### Routed clock nets over the placement, run 1

Scale bar: 20 um.
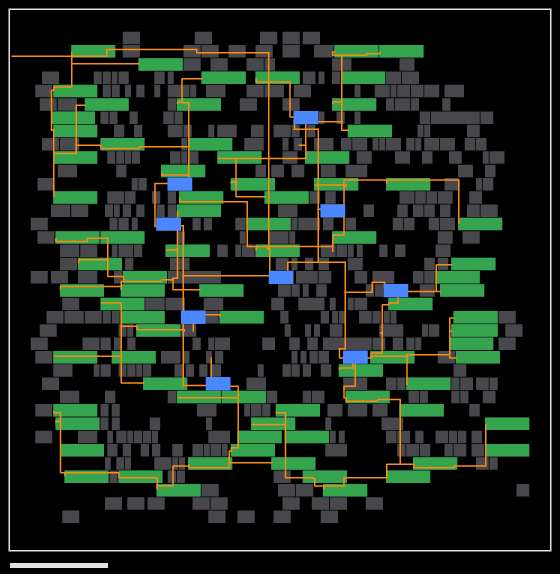
### Sequential cells grouped by signal name, run 1

Scale bar: 20 um. Other sequential cells in the stronger grey, the rest of the logic in the fainter grey.
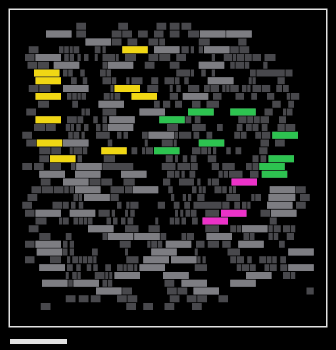
### Routing congestion, run 1

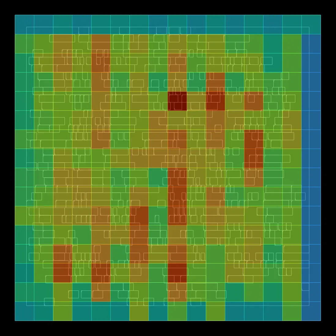
**src/rtl/tpu_matmul_sequencer.sv**
```systemverilog
// Command sequencer for one matrix multiply on the 32x32 systolic core:
// weight pop/load, activation address stream, drain wait, result readout.
module tpu_matmul_sequencer #(
  parameter int ADDRESSSIZE = 10,
  parameter int MATRIX_SIZE = 32,
  parameter int TIMEOUT     = 256,
  parameter int CNT_BW      = 9
) (
  input  logic                   clk,
  input  logic                   rstn,
  input  logic                   cmd_valid,
  output logic                   cmd_ready,
  input  logic [ADDRESSSIZE-1:0] cmd_act_base,
  input  logic [ADDRESSSIZE-1:0] cmd_res_base,
  input  logic [ADDRESSSIZE-1:0] cmd_rows,
  input  logic                   abort,
  input  logic                   fifo_empty,
  output logic                   fifo_read_enable,
  output logic                   we_rl,
  output logic                   mul_start,
  output logic [ADDRESSSIZE-1:0] act_address,
  output logic                   valid_address,
  input  logic                   array_end,
  output logic [ADDRESSSIZE-1:0] res_address,
  output logic                   res_valid,
  output logic                   busy,
  output logic                   wait_weight,
  output logic                   done,
  output logic                   err
);

  typedef enum logic [2:0] {
    IDLE, WPOP, WLOAD, STREAM, DRAIN, RDOUT, DONE
  } state_t;

  state_t                 state, state_n;
  logic [ADDRESSSIZE-1:0] act_base_q, act_base_n;
  logic [ADDRESSSIZE-1:0] res_base_q, res_base_n;
  logic [ADDRESSSIZE-1:0] act_n, res_n;
  logic [CNT_BW-1:0]      rows_q, rows_n;
  logic [CNT_BW-1:0]      row_cnt, row_cnt_n;
  logic [CNT_BW-1:0]      tmo_cnt, tmo_cnt_n;
  logic                   err_n;
  logic                   rows_ok;
  logic                   last_row;

  assign rows_ok  = (cmd_rows != '0) && (cmd_rows <= ADDRESSSIZE'(MATRIX_SIZE));
  assign last_row = (row_cnt == rows_q - CNT_BW'(1));

  always_comb begin
    state_n    = state;
    act_base_n = act_base_q;
    res_base_n = res_base_q;
    rows_n     = rows_q;
    act_n      = act_address;
    res_n      = res_address;
    row_cnt_n  = row_cnt;
    tmo_cnt_n  = tmo_cnt;
    err_n      = 1'b0;
    if (abort) begin
      state_n = IDLE;
    end else begin
      case (state)
        IDLE: begin
          if (cmd_valid) begin
            if (rows_ok) begin
              act_base_n = cmd_act_base;
              res_base_n = cmd_res_base;
              rows_n     = CNT_BW'(cmd_rows);
              state_n    = WPOP;
            end else begin
              err_n = 1'b1;
            end
          end
        end
        // The pop is committed on the edge that sees the FIFO non-empty,
        // so the registered pop strobe itself marks the last WPOP cycle.
        WPOP: begin
          if (fifo_read_enable) state_n = WLOAD;
        end
        WLOAD: begin
          state_n   = STREAM;
          act_n     = act_base_q;
          row_cnt_n = '0;
        end
        STREAM: begin
          if (last_row) begin
            state_n   = DRAIN;
            tmo_cnt_n = '0;
          end else begin
            act_n     = act_address + ADDRESSSIZE'(1);
            row_cnt_n = row_cnt + CNT_BW'(1);
          end
        end
        DRAIN: begin
          if (array_end) begin
            state_n   = RDOUT;
            res_n     = res_base_q;
            row_cnt_n = '0;
          end else if (tmo_cnt == CNT_BW'(TIMEOUT - 1)) begin
            state_n = IDLE;
            err_n   = 1'b1;
          end else begin
            tmo_cnt_n = tmo_cnt + CNT_BW'(1);
          end
        end
        RDOUT: begin
          if (last_row) begin
            state_n = DONE;
          end else begin
            res_n     = res_address + ADDRESSSIZE'(1);
            row_cnt_n = row_cnt + CNT_BW'(1);
          end
        end
        DONE:    state_n = IDLE;
        default: state_n = IDLE;
      endcase
    end
  end

  // Outputs are registered images of the next state so every strobe lines
  // up with the state it belongs to.
  always_ff @(posedge clk or negedge rstn) begin
    if (!rstn) begin
      state            <= IDLE;
      act_base_q       <= '0;
      res_base_q       <= '0;
      rows_q           <= '0;
      row_cnt          <= '0;
      tmo_cnt          <= '0;
      act_address      <= '0;
      res_address      <= '0;
      cmd_ready        <= 1'b1;
      busy             <= 1'b0;
      wait_weight      <= 1'b0;
      fifo_read_enable <= 1'b0;
      we_rl            <= 1'b0;
      mul_start        <= 1'b0;
      valid_address    <= 1'b0;
      res_valid        <= 1'b0;
      done             <= 1'b0;
      err              <= 1'b0;
    end else begin
      state            <= state_n;
      act_base_q       <= act_base_n;
      res_base_q       <= res_base_n;
      rows_q           <= rows_n;
      row_cnt          <= row_cnt_n;
      tmo_cnt          <= tmo_cnt_n;
      act_address      <= act_n;
      res_address      <= res_n;
      cmd_ready        <= (state_n == IDLE);
      busy             <= (state_n != IDLE);
      wait_weight      <= (state_n == WPOP) && fifo_empty;
      fifo_read_enable <= (state_n == WPOP) && !fifo_empty;
      we_rl            <= (state_n == WLOAD);
      mul_start        <= (state_n inside {WLOAD, STREAM, DRAIN});
      valid_address    <= (state_n == STREAM);
      res_valid        <= (state_n == RDOUT);
      done             <= (state_n == DONE);
      err              <= err_n;
    end
  end

endmodule

```
**config.mk**
```make
export PLATFORM = sky130hd
export DESIGN_NAME = tpu_matmul_sequencer
export DESIGN_NICKNAME = d
export VERILOG_FILES = /design/src/rtl/tpu_matmul_sequencer.sv
export SDC_FILE = /design/constraint.sdc
export NUM_CORES = 1
export LEC_CHECK = 0
export CORE_MARGIN = 4
export CORE_UTILIZATION = 40
export DETAILED_ROUTE_END_ITERATION = 8
export GPL_ROUTABILITY_DRIVEN = 0
export PLACE_DENSITY_LB_ADDON = 0.05
export SETUP_SLACK_MARGIN = 0.4
export SYNTH_ARGS = -nofsm -noshare
export SYNTH_HDL_FRONTEND = slang
export SYNTH_SLANG_ARGS = --single-unit
```
**constraint.sdc**
```tcl
create_clock -name clk -period 6.5 [get_ports clk]
set_input_delay 1.3 -clock clk [delete_from_list [all_inputs] [get_ports clk]]
set_output_delay 1.3 -clock clk [all_outputs]
set_load 0.05 [all_outputs]
```
==> impl_metrics.py, run 1 <==
# Synthesis and PnR figures
metrics = {
    "worst_setup_path": {
        "worst_ep_required_time_ps": 6730,
        "worst-path-buf-inv": 2,
    },
    "status": {
        "outcome": "finished, final reports clean",
    },
    "power_and_ir_drop": {
        "power.share.combinational_pct": 16.4,
        "seq_power_share_pct": 50.0,
        "p_switching_uw": 314.1,
        "switching_share_pct": 27.66,
    },
    "yosys": {
        "synth_flops": 80,
        "synth-main-ff-cell": "sky130_fd_sc_hd__dfrtp_1",
        "synthMostInstantiatedCell": "sky130_fd_sc_hd__dfrtp_1",
        "synth.cell_area_sq_um": 4197,
        "yosys.stat.chipArea_sq_um": 4197,
        "count_of_library_flops_with_an_enable_pin": 0,
        "top_logic_kind": "simple AND/OR/NAND/NOR gates",
        "synth_area_in_xor_xnor_pct": 1.670,
        "share_of_the_yosys_chip_area_belonging_to_registers_pct": 47.73,
        "ys.warnings.count": 0,
        "ys_sh_mux_pct": 7.245,
    },
    "sta": {
        "grt_setup_unrepaired": "no",
        "tightest_slew_ps": 1097,
        "whs_ps": 509.3,
        "final.setup.tns_ps": 0,
    },
    "flow_run": {
        "cap_viol_max_count": 0,
    },
    "global_route": {
        "global_routing_met1_resource_utilization_pct": 23.73,
        "first_pass_grt_wire_length_um": 17350,
    },
    "routing": {
        "ant_nets": 0,
        "route.vias.total": 3441,
    },
    "floorplan": {
        "floorplan.die.width_um": 110.4,
        "floorplan.core_util_pct": 40.83,
        "die_height_um": 110.4,
    },
    "clocking": {
        "root_buffer": "sky130_fd_sc_hd__clkbuf_8",
        "cts_repair_resize_count": 0,
        "clk_pin_slew_worst_paths_ps": 80,
    },
    "layout": {
        "final_cell_mix": "79 x sky130_fd_sc_hd__dfrtp_1, 64 x sky130_fd_sc_hd__clkdlybuf4s50_1, 40 x sky130_fd_sc_hd__nand2_1, 40 x sky130_fd_sc_hd__a21oi_1, 27 x sky130_fd_sc_hd__mux2_2",
        "flow.area_growth_from_synthesis_pct": 23.43,
    },
    "placed_design": {
        "dp_cells": 611,
        "place_area_sq_um": 4972,
    },
}
-- 'Routed clock nets over the placement' (at the start) --
orange -> clock wires  # length 1040 um
blue -> cells driving clock nets  # count 9
green -> flip-flops  # count 80
routed clock nets = 10
flops lie = all over the die
post-route clock skew: 13.16 ps
clock share of power: 33.6%
worst skew pair latency: 350 ps

-- 'Sequential cells grouped by signal name' (at the start) --
green -> row_cnt  # placed flops 9
magenta -> state  # placed flops 3
yellow -> res_base_q  # placed flops 10, where north-west
not coloured = 58
final design utilization: 50.40%
power drawn by the sequential cells: 568 uW
combined flip-flop and latch cell area: 2003 sq um

-- 'Routing congestion' (at the start) --
grt peak-use layer: met2
overall global routing resource usage: 17.17%
wire length per cell after detailed routing: 16.10 um

run 1: kinds of logic (layout without fill, tap and decap cells):
kind of cell | Yosys count | in the layout
muxes | 27 | 27
AOI/OAI and AO/OA | 112 | 112
and+or+nand+nor | 164 | 164
adders and majority gates | 6 | 6
buffers and inverters | 31 | 94
xor gates and xnor gates | 8 | 8
DFF | 80 | 80
run 1: stage by stage:
stage,power (mW),utilization [%]
after floorplan,0.6880,-
final,1.136,50.40
after CTS,1.149,50.40
after detailed placement,0.7663,48.38
after global routing,1.194,50.40
after global placement,0.7645,48.38
run 1: worst paths after layout:
| check | slack (ps) | cells past startpoint | end | startpoint |
|---|---|---|---|---|
| max in group asynchronous | 4710 | 1 | act_address[5] | rstn |
| hold / removal | 510 | 1 | act_base_q[5] | act_base_q[5] |
| setup reg to reg | 2790 | 11 | act_address[3] | rows_q[0] |
| min in group asynchronous | 1100 | 1 | tmo_cnt[6] | rstn |
| setup / recovery | 2330 | 7 | act_base_q[2] | cmd_rows[0] |
| hold reg to reg | 510 | 1 | act_base_q[5] | act_base_q[5] |
run 1: final cells by class:
cell class	count	area share, %
clock buffers	12	2.995
clock inverters	4	1.014
inverters	7	0.5072
multi-input cells	317	40.14
flip-flops and latches	80	38.67
well taps	136	3.285
repair buffers	71	13.38
run 1: registers in the layout (all words and copies together), names as in the netlist:
name	cells
res_valid	1
wait_weight	1
tmo_cnt	9
rows_q	9
err	1
mul_start	1
state	3
act_address	10
res_base_q	10
fifo_read_enable	1
valid_address	1
we_rl	1
row_cnt	9
act_base_q	10
cmd_ready	1
busy	1
res_address	10
done	1
### Logic cells by family, run 1

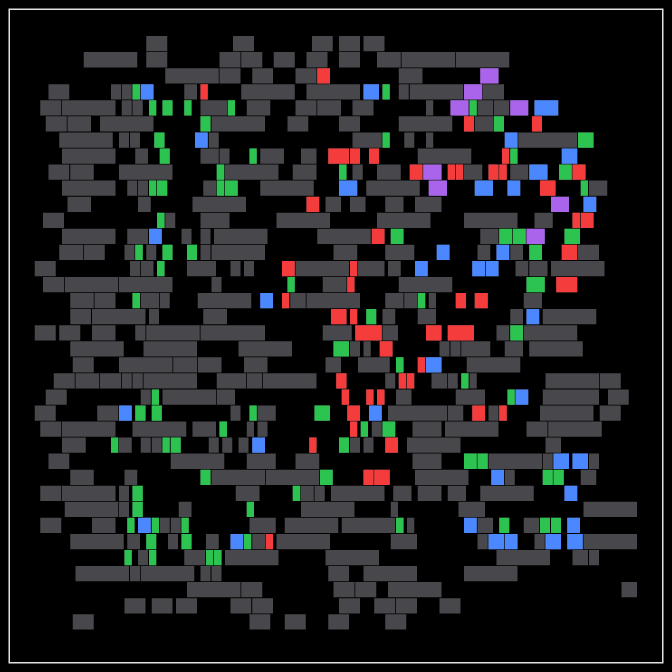

==> inputs of run 2 (changes only) <==
- clock period: 6.5 -> 3.9 ns (I/O delays scaled with it)
### Logic cells by family, run 2

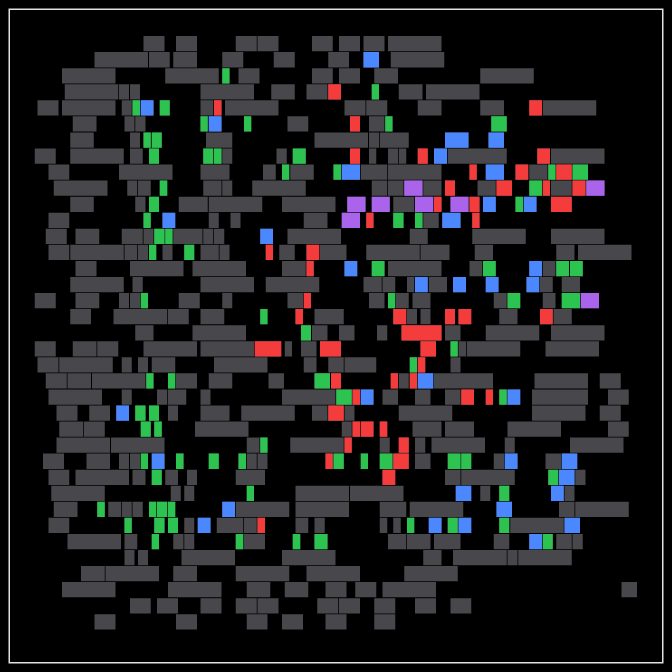
purple -> XOR/XNOR gates  # cells 8
green -> NAND gates  # cells 79, most used nand2_1
red -> NOR gates  # cells 49, most used nor2_1
blue -> AND and OR gates  # cells 36, most used and3_1
non-filler instance count after layout: 631
combinational fraction of the cell area: 40.20%
most common cell after layout, fill and taps aside: sky130_fd_sc_hd__dfrtp_1

### Routing congestion, run 2

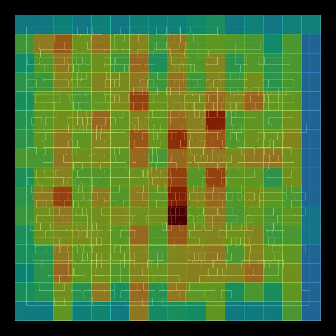
wire length per cell after detailed routing: 15.67 um
overall global routing resource usage: 16.87%
final design utilization: 50.49%

==> run 2 against run 1 <==
Die area did not move; register-to-register slack got worse by 2100 ps; synthesized cell count did not move; flip-flop count did not move; design area rose by 0.17%; sequential share of layout area fell by 0.065 points; clock skew rose by 0.52 ps.
==> impl_metrics.py, run 2 <==
# Synthesis and PnR figures
metrics = {
    "status": {
        "outcome": "finished, final reports clean",
    },
    "power_and_ir_drop": {
        "power.share.combinational_pct": 17.1,
        "switching_share_pct": 29.16,
        "top_power_group": "sequential cells",
        "power_clock_uw": 560,
        "clock_share_of_power_pct": 30.8,
        "seq_power_share_pct": 52.1,
        "p_switching_uw": 529.6,
        "total_power_mw": 1.816,
        "p_seq_uw": 946,
    },
    "sta": {
        "post_route_clock_skew_ps": 13.68,
        "grt_setup_unrepaired": "no",
        "final.setup.tns_ps": 0,
        "tightest_slew_ps": 1017,
        "whs_ps": 508.3,
    },
    "yosys": {
        "count_of_library_flops_with_an_enable_pin": 0,
        "yosys.stat.chipArea_sq_um": 4197,
        "synth_flops": 80,
        "ys.warnings.count": 0,
        "synthMostInstantiatedCell": "sky130_fd_sc_hd__dfrtp_1",
        "synth.cell_area_sq_um": 4197,
        "synth-main-ff-cell": "sky130_fd_sc_hd__dfrtp_1",
        "share_of_the_yosys_chip_area_belonging_to_registers_pct": 47.73,
    },
    "worst_setup_path": {
        "worst_ep_required_time_ps": 4180,
    },
    "placed_design": {
        "dp_cells": 615,
        "dp.final_hpwl_um": 6999,
        "place_area_sq_um": 5002,
    },
    "global_route": {
        "first_pass_grt_wire_length_um": 17180,
        "grt_overflow": 0,
    },
    "floorplan": {
        "die_height_um": 110.4,
        "floorplan.die.width_um": 110.4,
        "floorplan.core_util_pct": 40.83,
        "pin_count": 66,
    },
    "flow_run": {
        "cap_viol_max_count": 0,
    },
    "layout": {
        "final_cell_mix": "79 x sky130_fd_sc_hd__dfrtp_1, 64 x sky130_fd_sc_hd__clkdlybuf4s50_1, 40 x sky130_fd_sc_hd__nand2_1, 40 x sky130_fd_sc_hd__a21oi_1, 27 x sky130_fd_sc_hd__mux2_2",
        "antenna_cells": 0,
        "flow.area_growth_from_synthesis_pct": 23.64,
    },
    "clocking": {
        "cts_repair_resize_count": 0,
        "root_buffer": "sky130_fd_sc_hd__clkbuf_8",
        "clock_sinks": 80,
        "clk_pin_slew_worst_paths_ps": 90,
        "tritoncts.num_buffers": 9,
        "clock.latency.late_pin_ps": 350,
    },
    "routing": {
        "starting_drc_count_in_detailed_routing": 189,
        "route.vias.total": 3486,
        "ant_nets": 0,
    },
}
## run 2: cell counts after synthesis
No cell type changed its count.
## run 2: final timing paths
kind	startpoint	endpoint	slack, ps	cells past startpoint
worst max-delay path	cmd_rows[0]	tmo_cnt[5]	690	10
worst min-delay path	res_base_q[5]	res_base_q[5]	510	1
worst max register to register	rows_q[0]	row_cnt[8]	710	11
worst min register to register	res_base_q[5]	res_base_q[5]	510	1
max in group asynchronous	rstn	res_base_q[2]	2650	1
min in group asynchronous	rstn	tmo_cnt[5]	600	1
## run 2: logic make-up after synthesis
group           share of synthesized area [%]
compound gates                          17.47
xor+xnor                                1.669
fa+ha+maj                               1.789
buf+inv                                 3.131
flops                                   47.73
mux                                     7.245
simple gates                            20.96
## run 2: final cells by class
type                    count  area (sq um)  share of cell area [%]
flip-flops and latches     80          2003                   38.61
inverters                   7         26.28                  0.5064
multi-input cells         317          2086                   40.20
repair buffers             75         723.2                   13.94
clock buffers              10         137.6                   2.653
well taps                 136         170.2                   3.279
clock inverters             6         42.54                  0.8199
## run 2: critical path: stages
cell and delay (ps):
sky130_fd_sc_hd__clkdlybuf4s50_1 410, sky130_fd_sc_hd__or4_1 560, sky130_fd_sc_hd__nor3_1 200, sky130_fd_sc_hd__nor3_1 100, sky130_fd_sc_hd__o21ai_0 210, sky130_fd_sc_hd__nor3b_4 260
sky130_fd_sc_hd__buf_4 170, sky130_fd_sc_hd__nand2_2 120, sky130_fd_sc_hd__or4_1 510, sky130_fd_sc_hd__a21oi_1 160
## run 2: routing by layer
layer	up-vias	part of all wire [%]	GRT usage, %
li1	1700	-	-
met1	1697	47	23.25
met2	76	47	26.29
met3	13	4.9	4.493
met4	0	1.4	4.598
met5	-	0	0
### Sequential cells grouped by signal name, run 2

Scale bar: 20 um. Other sequential cells in the stronger grey, the rest of the logic in the fainter grey.
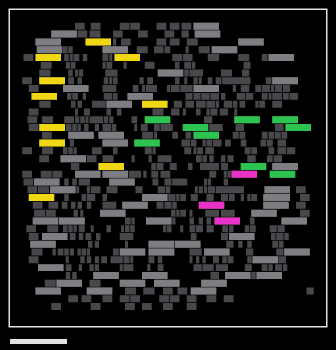

==> inputs of run 3 (changes only) <==
- clock period: 3.9 -> 3.2 ns (I/O delays scaled with it)
### Sequential cells grouped by signal name, run 3

Scale bar: 20 um. Other sequential cells in the stronger grey, the rest of the logic in the fainter grey.
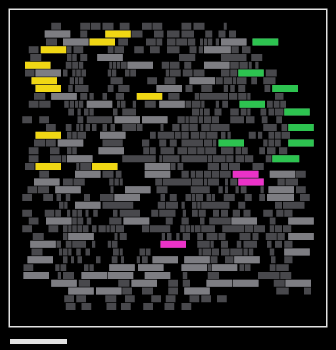
sequential share of cell area: 33.49%
power drawn by the sequential cells: 1.15 mW

### Routing congestion, run 3

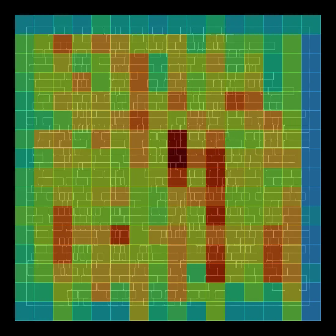
global-route met2 utilization: 28.07%
final design utilization: 58.27%
global routing met1 resource utilization: 23.91%
fraction of met3 tracks used by global routing: 4.986%
overall global routing resource usage: 17.73%

==> run 3 against run 2 <==
Via count up 8.9%; synthesized area stayed put; largest power group unchanged; critical endpoint is now tmo_cnt[3]; worst setup slack got worse by 320 ps; register-to-register slack worse by 340 ps; routed wire length is 16% higher; die area unchanged.
==> impl_metrics.py, run 3 <==
# Synthesis and PnR figures
metrics = {
    "status": {
        "outcome": "finished, final reports clean",
    },
    "placed_design": {
        "dp.final_hpwl_um": 7205,
        "dp_cells": 634,
        "place_area_sq_um": 5189,
    },
    "clocking": {
        "root_buffer": "sky130_fd_sc_hd__clkbuf_8",
        "clock_sinks": 80,
        "clock.latency.late_pin_ps": 360,
    },
    "routing": {
        "ant_nets": 0,
        "top_layer": "met4",
        "average_vias_per_placed_instance": 5.551,
        "drt-wirelength-per-cell_um": 16.81,
        "wl_met2_um": 5695,
        "wl_met3_um": 471,
        "wirelength_met1_um": 5138,
        "route.vias.total": 3797,
    },
    "floorplan": {
        "floorplan.die.width_um": 110.4,
        "pin_count": 66,
    },
    "global_route": {
        "grt_overflow": 0,
        "grt_most_used_layer": "met2",
        "first_pass_grt_wire_length_um": 17970,
    },
    "layout": {
        "area.sequential_sq_um": 2006,
        "flow.area_growth_from_synthesis_pct": 42.70,
        "final_cell_mix": "77 x sky130_fd_sc_hd__dfrtp_1, 60 x sky130_fd_sc_hd__clkdlybuf4s50_1, 48 x sky130_fd_sc_hd__buf_4",
        "layout.cells.non_filler": 684,
        "area.combinational_sq_um": 2372,
        "antenna_cells": 0,
        "final_common_cell": "sky130_fd_sc_hd__dfrtp_1",
    },
    "power_and_ir_drop": {
        "power_clock_uw": 764,
        "switching_share_pct": 28.74,
        "power.share.combinational_pct": 18.7,
        "seq_power_share_pct": 48.9,
        "clock_share_of_power_pct": 32.5,
        "top_power_group": "sequential cells",
        "total_power_mw": 2.354,
        "p_switching_uw": 676.4,
    },
    "flow_run": {
        "cap_viol_max_count": 0,
    },
    "yosys": {
        "ys.warnings.count": 0,
        "share_of_the_yosys_chip_area_belonging_to_registers_pct": 47.73,
        "synth_flops": 80,
        "yosys.stat.chipArea_sq_um": 4197,
        "count_of_library_flops_with_an_enable_pin": 0,
    },
    "sta": {
        "final.setup.tns_ps": 0,
        "tightest_slew_ps": 1020,
        "post_route_clock_skew_ps": 9.517,
    },
}
-- run 3: layout make-up --
class,instances,share of cell area (%)
tap,136,2.842
clock inverter,5,0.9402
sequential,80,33.49
clock buffer,11,2.361
inverter,7,0.4388
multi-input combinational,319,39.62
timing repair buffer,126,20.31
-- run 3: worst max-delay path, cell delays in order (launching register included) --
cell                        delay (ps)
sky130_fd_sc_hd__dfrtp_2           430
sky130_fd_sc_hd__or3_4             430
sky130_fd_sc_hd__a2111oi_4         350
sky130_fd_sc_hd__nor3_1             80
sky130_fd_sc_hd__or2_4             310
sky130_fd_sc_hd__nor3b_4           230
sky130_fd_sc_hd__buf_6             160
sky130_fd_sc_hd__o31ai_4           100
sky130_fd_sc_hd__or4_4             550
sky130_fd_sc_hd__a21oi_2           120
-- run 3: repair_timing --
action / CTS / global route
hold endpoints to repair: 0 / 0
pin swaps: 22 / 25
gates cloned: 3 / 3
endpoints found under the setup margin: 54 / 63
gates resized: 23 / 44
buffers inserted: 8 / 20
-- run 3: kinds of logic (layout without fill, tap and decap cells) --
family | count (synthesis) | after routing | share of synthesized area (%)
multiplexers | 27 | 27 | 7.245
flip-flops | 80 | 80 | 47.73
buffers and inverters | 31 | 149 | 3.131
AND/OR/NAND/NOR | 164 | 165 | 20.96
XOR/XNOR | 8 | 8 | 1.669
adder cells (fa/ha/maj) | 6 | 6 | 1.789
AND-OR/OR-AND | 112 | 113 | 17.47
-- run 3: final timing paths --
check	startpoint	to	slack, ps	cells after the start
min in group clk	act_base_q[2]	act_base_q[2]	510	1
min	rstn	tmo_cnt[3]	430	1
max in group asynchronous	rstn	rows_q[3]	2070	1
max reg2reg	rows_q[3]	tmo_cnt[3]	370	9
min reg2reg	act_base_q[2]	act_base_q[2]	510	1
max	rows_q[3]	tmo_cnt[3]	370	9
Power is estimated from default activity; no workload was simulated.
